`config.mk`:
```
export PLATFORM = sky130hd
export DESIGN_NAME = down_counter_timer
export DESIGN_NICKNAME = d
export VERILOG_FILES = /design/src/rtl/down_counter_timer.sv
export SDC_FILE = /design/constraint.sdc
export NUM_CORES = 1
export LEC_CHECK = 0
export CAP_MARGIN = 20
export CORE_MARGIN = 1
export CORE_UTILIZATION = 51
export CTS_CLUSTER_SIZE = 14
export DETAILED_ROUTE_END_ITERATION = 7
export PLACE_DENSITY = 0.8
export SETUP_SLACK_MARGIN = 0.4
export SLEW_MARGIN = 15
export SYNTH_ARGS = -nofsm -noshare
export SYNTH_HDL_FRONTEND = slang
export SYNTH_SLANG_ARGS = --single-unit
```
`constraint.sdc`:
```
create_clock -name clk -period 4.8 [get_ports clk]
set_input_delay 1.44 -clock clk [delete_from_list [all_inputs] [get_ports clk]]
set_output_delay 1.44 -clock clk [all_outputs]
set_load 0.02 [all_outputs]
```
`src/rtl/down_counter_timer.sv`:
```
// down_counter_timer: loadable down-counter / interval timer.
// Loads a start value, decrements once per enabled RUN cycle, pulses tc on
// expiry and then either stops in DONE (one-shot) or reloads (auto-reload).
// Optional prescaler: define DOWN_COUNTER_PRESCALE_EN so that one decrement
// takes PRESCALE enabled cycles instead of one.
module down_counter_timer #(
  parameter int SIZE     = 4,
  parameter int PRESCALE = 4
) (
  input  logic            clk,
  input  logic            r,
  input  logic            e,
  input  logic            ld,
  input  logic            mode,
  input  logic [SIZE-1:0] data,
  output logic [SIZE-1:0] count,
  output logic            tc,
  output logic            busy,
  output logic            done
);

  typedef enum logic [1:0] {
    IDLE = 2'd0,
    RUN  = 2'd1,
    DONE = 2'd2
  } state_t;

  // Reject out-of-range configurations at elaboration time.
  if (SIZE < 2 || SIZE > 16 || PRESCALE < 2 || PRESCALE > 256) begin : g_bad_param
    $error("down_counter_timer: SIZE must be 2..16 and PRESCALE 2..256");
  end

  state_t          state, state_nxt;
  logic [SIZE-1:0] reload, reload_nxt;
  logic [SIZE-1:0] count_nxt;
  logic            mode_q, mode_nxt;
  logic            tc_nxt;
  logic            tick;

`ifdef DOWN_COUNTER_PRESCALE_EN
  localparam int PW = $clog2(PRESCALE);

  logic [PW-1:0] prescaler, prescaler_nxt;

  // A decrement is due only on the last enabled cycle of each prescale period.
  assign tick = (prescaler == PW'(PRESCALE - 1));
`else
  // No prescaler: every enabled RUN cycle is a decrement.
  assign tick = 1'b1;
`endif

  // Next-state, next-count and terminal-count decision.
  always_comb begin
    // NOTE: every signal written here gets a default first, so no path can
    // leave one unassigned and infer a latch.
    state_nxt  = state;
    count_nxt  = count;
    reload_nxt = reload;
    mode_nxt   = mode_q;
    tc_nxt     = 1'b0;
`ifdef DOWN_COUNTER_PRESCALE_EN
    prescaler_nxt = prescaler;
`endif

    if (ld) begin
      reload_nxt = data;
      mode_nxt   = mode;
`ifdef DOWN_COUNTER_PRESCALE_EN
      prescaler_nxt = '0;
`endif
      if (data != '0) begin
        count_nxt = data;
        state_nxt = RUN;
      end else begin
        count_nxt = '0;
        state_nxt = IDLE;
      end
    end else if (state == RUN && e) begin
`ifdef DOWN_COUNTER_PRESCALE_EN
      prescaler_nxt = tick ? '0 : prescaler + PW'(1);
`endif
      if (tick) begin
        if (count == SIZE'(1)) begin
          tc_nxt = 1'b1;
          if (mode_q) begin
            count_nxt = reload;
          end else begin
            count_nxt = '0;
            state_nxt = DONE;
          end
        end else begin
          count_nxt = count - SIZE'(1);
        end
      end
    end
  end

  // State and datapath registers; busy/done are registered decodes of the
  // next state so they change exactly with the state and never glitch.
  always_ff @(posedge clk or posedge r) begin
    if (r) begin
      state  <= IDLE;
      count  <= '0;
      reload <= '0;
      mode_q <= 1'b0;
      tc     <= 1'b0;
      busy   <= 1'b0;
      done   <= 1'b0;
    end else begin
      // NOTE: non-blocking assignments so every register samples the values
      // from before this edge, independent of statement order.
      state  <= state_nxt;
      count  <= count_nxt;
      reload <= reload_nxt;
      mode_q <= mode_nxt;
      tc     <= tc_nxt;
      busy   <= (state_nxt == RUN);
      done   <= (state_nxt == DONE);
    end
  end

`ifdef DOWN_COUNTER_PRESCALE_EN
  // Prescaler register, cleared by reset and by load.
  always_ff @(posedge clk or posedge r) begin
    if (r) begin
      prescaler <= '0;
    end else begin
      prescaler <= prescaler_nxt;
    end
  end
`endif

endmodule

```
clock_map.png
(10 px per um)
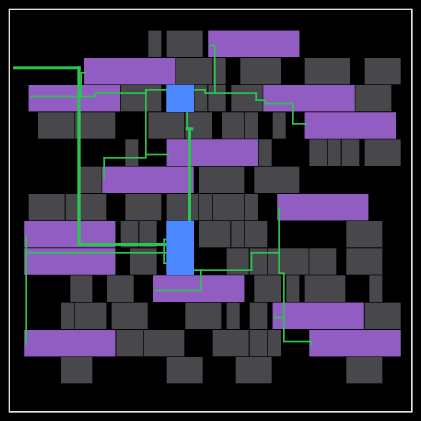
[cells driving clock nets] blue | count: 3
[flip-flops] purple | count: 14
[clock wires] green | length: 177 um
routed clock nets: 4
flops lie: widely spread
Setup Skew: 0.00249 ns
Clk. pwr: 65.5 uW
clock power share: 24.3%
Latency at later pin: 0.27 ns

final_congestion.png
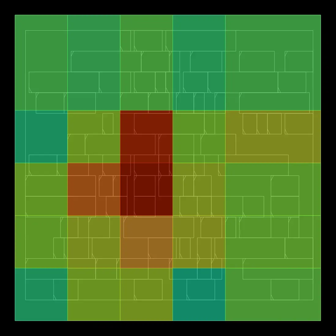
met1 global-route usage: 27.1%
final core occ: 68.8%

met1.png
(10 px per um) Supply wires on this layer in gray.
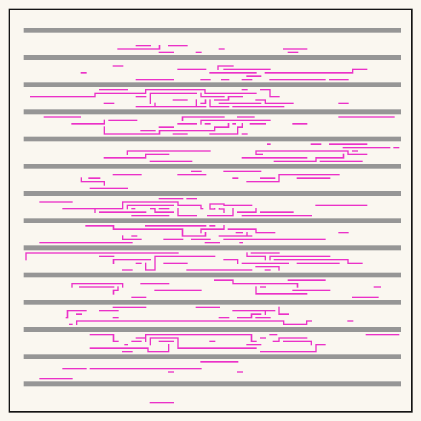
wire length on this layer: 653 um
nets with wire on the layer: 84
longest straight run: 20.7 um
main direction: horizontal
share of all routed wire: 44%

metal_stack.png
(10 px per um) Two of the layers only.
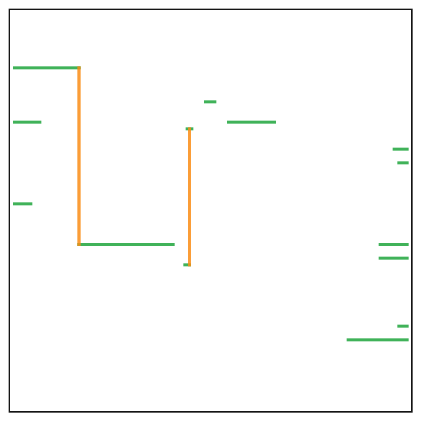
| layer | color | wire length |
|---|---|---|
| met3 | green | 40.2 um |
| met4 | orange | 31.3 um |
global-route usage over all layers: 21.7%
routed wire length: 1470 um
DR WL/cell: 14.5 um
via count: 597

==> deck_impl_summary.md <==
Run Summary

Logic synthesis
  • Cells after Synth: about 72
  • Yosys warnings: 0
  • Syn Nets: slightly above 80
  • Cell type with the largest total area: dfrtp_1
  • Top cell area share: 47.3%
  • Mean Syn Cell Area: 10.3 um^2
  • Asr flop ratio synth: 100%
  • Yosys chip area: 741 um^2
  • Ys flops: 14
  • Most frequent cell after synthesis: dfrtp_1
  • Post-synth EDFFs: 0
  • Dominant synthesized flop cell: dfrtp_1

Finish
  • Final std cells w/o fill: 101
  • # diodes: 0
  • Commonest cells after routing, fill and taps aside: 15 x clkdlybuf4s50_1, 14 x dfrtp_1, 8 x inv_1, 5 x nand2_1, 4 x o21ai_0
  • Leading cell type in the layout, fill and taps excluded: clkdlybuf4s50_1
  • Layout cell share with drive strength beyond 1: between 10% and 20%
  • # fillers: around 110
  • Design Area, Final: 917 um^2

Power
  • Pleak: between 0.3 and 0.4 nW
  • VDD IR-drop max: 0.236 mV
  • Design Power: 270 uW
  • Pwr dens: approximately 300 nW/um^2

Critical path
  • Crit Path Max Fanout: 7
  • Crit path kind: flip-flop to output port
  • Slowest-stage cell, CP: clkdlybuf4s50_1
  • WP buf/inv: 1
  • Crit-path cells: clkdlybuf4s50_1
  • Crit path capture type: output port
  • CP Launch Type: flip-flop
  • Family with the most delay on the worst path: buffers and inverters
  • CP arrival: 1.38 ns
  • Max stage delay on crit path: about 0.64 ns

Worst hold path
  • Hold WC Path Type: flip-flop to flip-flop

Clock tree
  • H-tree depth: 1
  • Maximum buffer depth of the clock tree: 2
  • Clock transition at path regs: 0.08 ns
  • CTS tree: built
  • Sinks on Clock Net: 14
  • # hold bufs at CTS: 0
  • Cts repair resizes: 0
  • Postcts setup bufs: 0

Flow run
  • OpenROAD warnings: 27
  • Max Cap Viol: 0

Drt
  • DR iter-0 viols: 10
  • Routed length on met1: 652 um
  • Vias per Instance: 5.91
  • Pre-antenna DRT Iters: 4
  • Met3 wire len: about 40 um
  • Met2 wire length: 743 um
  • Antenna Nets Post-Route: 0
  • Drt drc: 0

Global route
  • Total grt overflow: 0
  • Largest net degree at the start of global routing: 23
  • Vias in the first global route: 546

Final timing
  • Fin. max-slew vios: 0
  • Hold Vio Cnt, Final: 0
  • Cycle use final: 58.7%
  • Unrepaired setup endpoints after global routing: false
  • Minimum clock period: between 2 and 3 ns
  • Setup TNS: 0 ns
  • Headroom to the max-slew limit: 52.1%
  • Max Freq: between 300 and 400 MHz
  • Worst-Margin Slew: 0.716 ns
  • Worst setup margin: 1.98 ns
  • Final setup fails: 0

Floorplan
  • Die X-Extent: 40.1 um
  • Row cnt: 13
  • # IOs: 16
  • Die area: 1610 um^2
  • Fp util: 55.5%
  • Core Region: 1330 um^2
  • Die H: 40.1 um

Placed design
  • Dpl ws: 1.83 ns
  • Port Buffer Count: 15
  • GPL Wtd Cong: 0.805

Outcome
  • Outcome: complete, no violations
## path summary, 6_finish.rpt
path / start / endpoint / slack, ns / depth (start not counted)
max: count[3]$_DFFE_PP0P_ / count[3] / 1.98 / 1
min: state[1]$_DFF_PP0_ / busy$_DFF_PP0_ / 0.51 / 1
max reg2reg: count[1]$_DFFE_PP0P_ / done$_DFF_PP0_ / 3.08 / 5
min reg2reg: state[1]$_DFF_PP0_ / busy$_DFF_PP0_ / 0.51 / 1
min in group asynchronous: r / tc$_DFF_PP0_ / 1.50 / 2
max in group asynchronous: r / reload[1]$_DFFE_PP0P_ / 2.94 / 2
## layout make-up
class	instances	area [um^2]	area share (%)
timing repair buffer	15	150	16.4
inverter	8	30.0	3.27
clock buffer	3	22.5	2.46
sequential	14	350	38.2
multi-input combinational	46	345	37.7
tap	15	18.8	2.05
## cells by family after synthesis
family / synth area share, %
AOI/OAI and AO/OA: 16.2
adders and majority gates: 3.38
buffers and inverters: 6.08
DFF: 47.3
muxes: 8.78
and+or+nand+nor: 18.2
## state kept, by name, indices dropped and copies added, names as in the netlist
name,count
count,4
mode_q,1
reload,4
tc,1
busy,1
done,1
state,2
## through the flow
stage,hold WS [ns],utilization [%]
5_1_grt,0.542,68.8
6_report,0.512,68.8
4_1_cts,0.513,68.8
3_3_place_gp,0.495,67.1
2_1_floorplan,0.469,-
3_5_place_dp,0.500,67.1
## routing by layer
| metal | vias up | global-route usage, % |
|---|---|---|
| met4 | 0 | 10.3 |
| met5 | - | 0 |
| met3 | 4 | 3.33 |
| met2 | 15 | 36.3 |
| li1 | 284 | - |
| met1 | 294 | 27.1 |
## where the power goes
part,leakage (nW),switching (mW),internal [mW]
combinational,0.195,0.0320,0.0329
sequential,0.171,0.0113,0.128
clock,0.0138,0.0364,0.0291
total,0.380,0.0797,0.190
Power figures rest on the tool's default switching activity, not on a simulated workload.
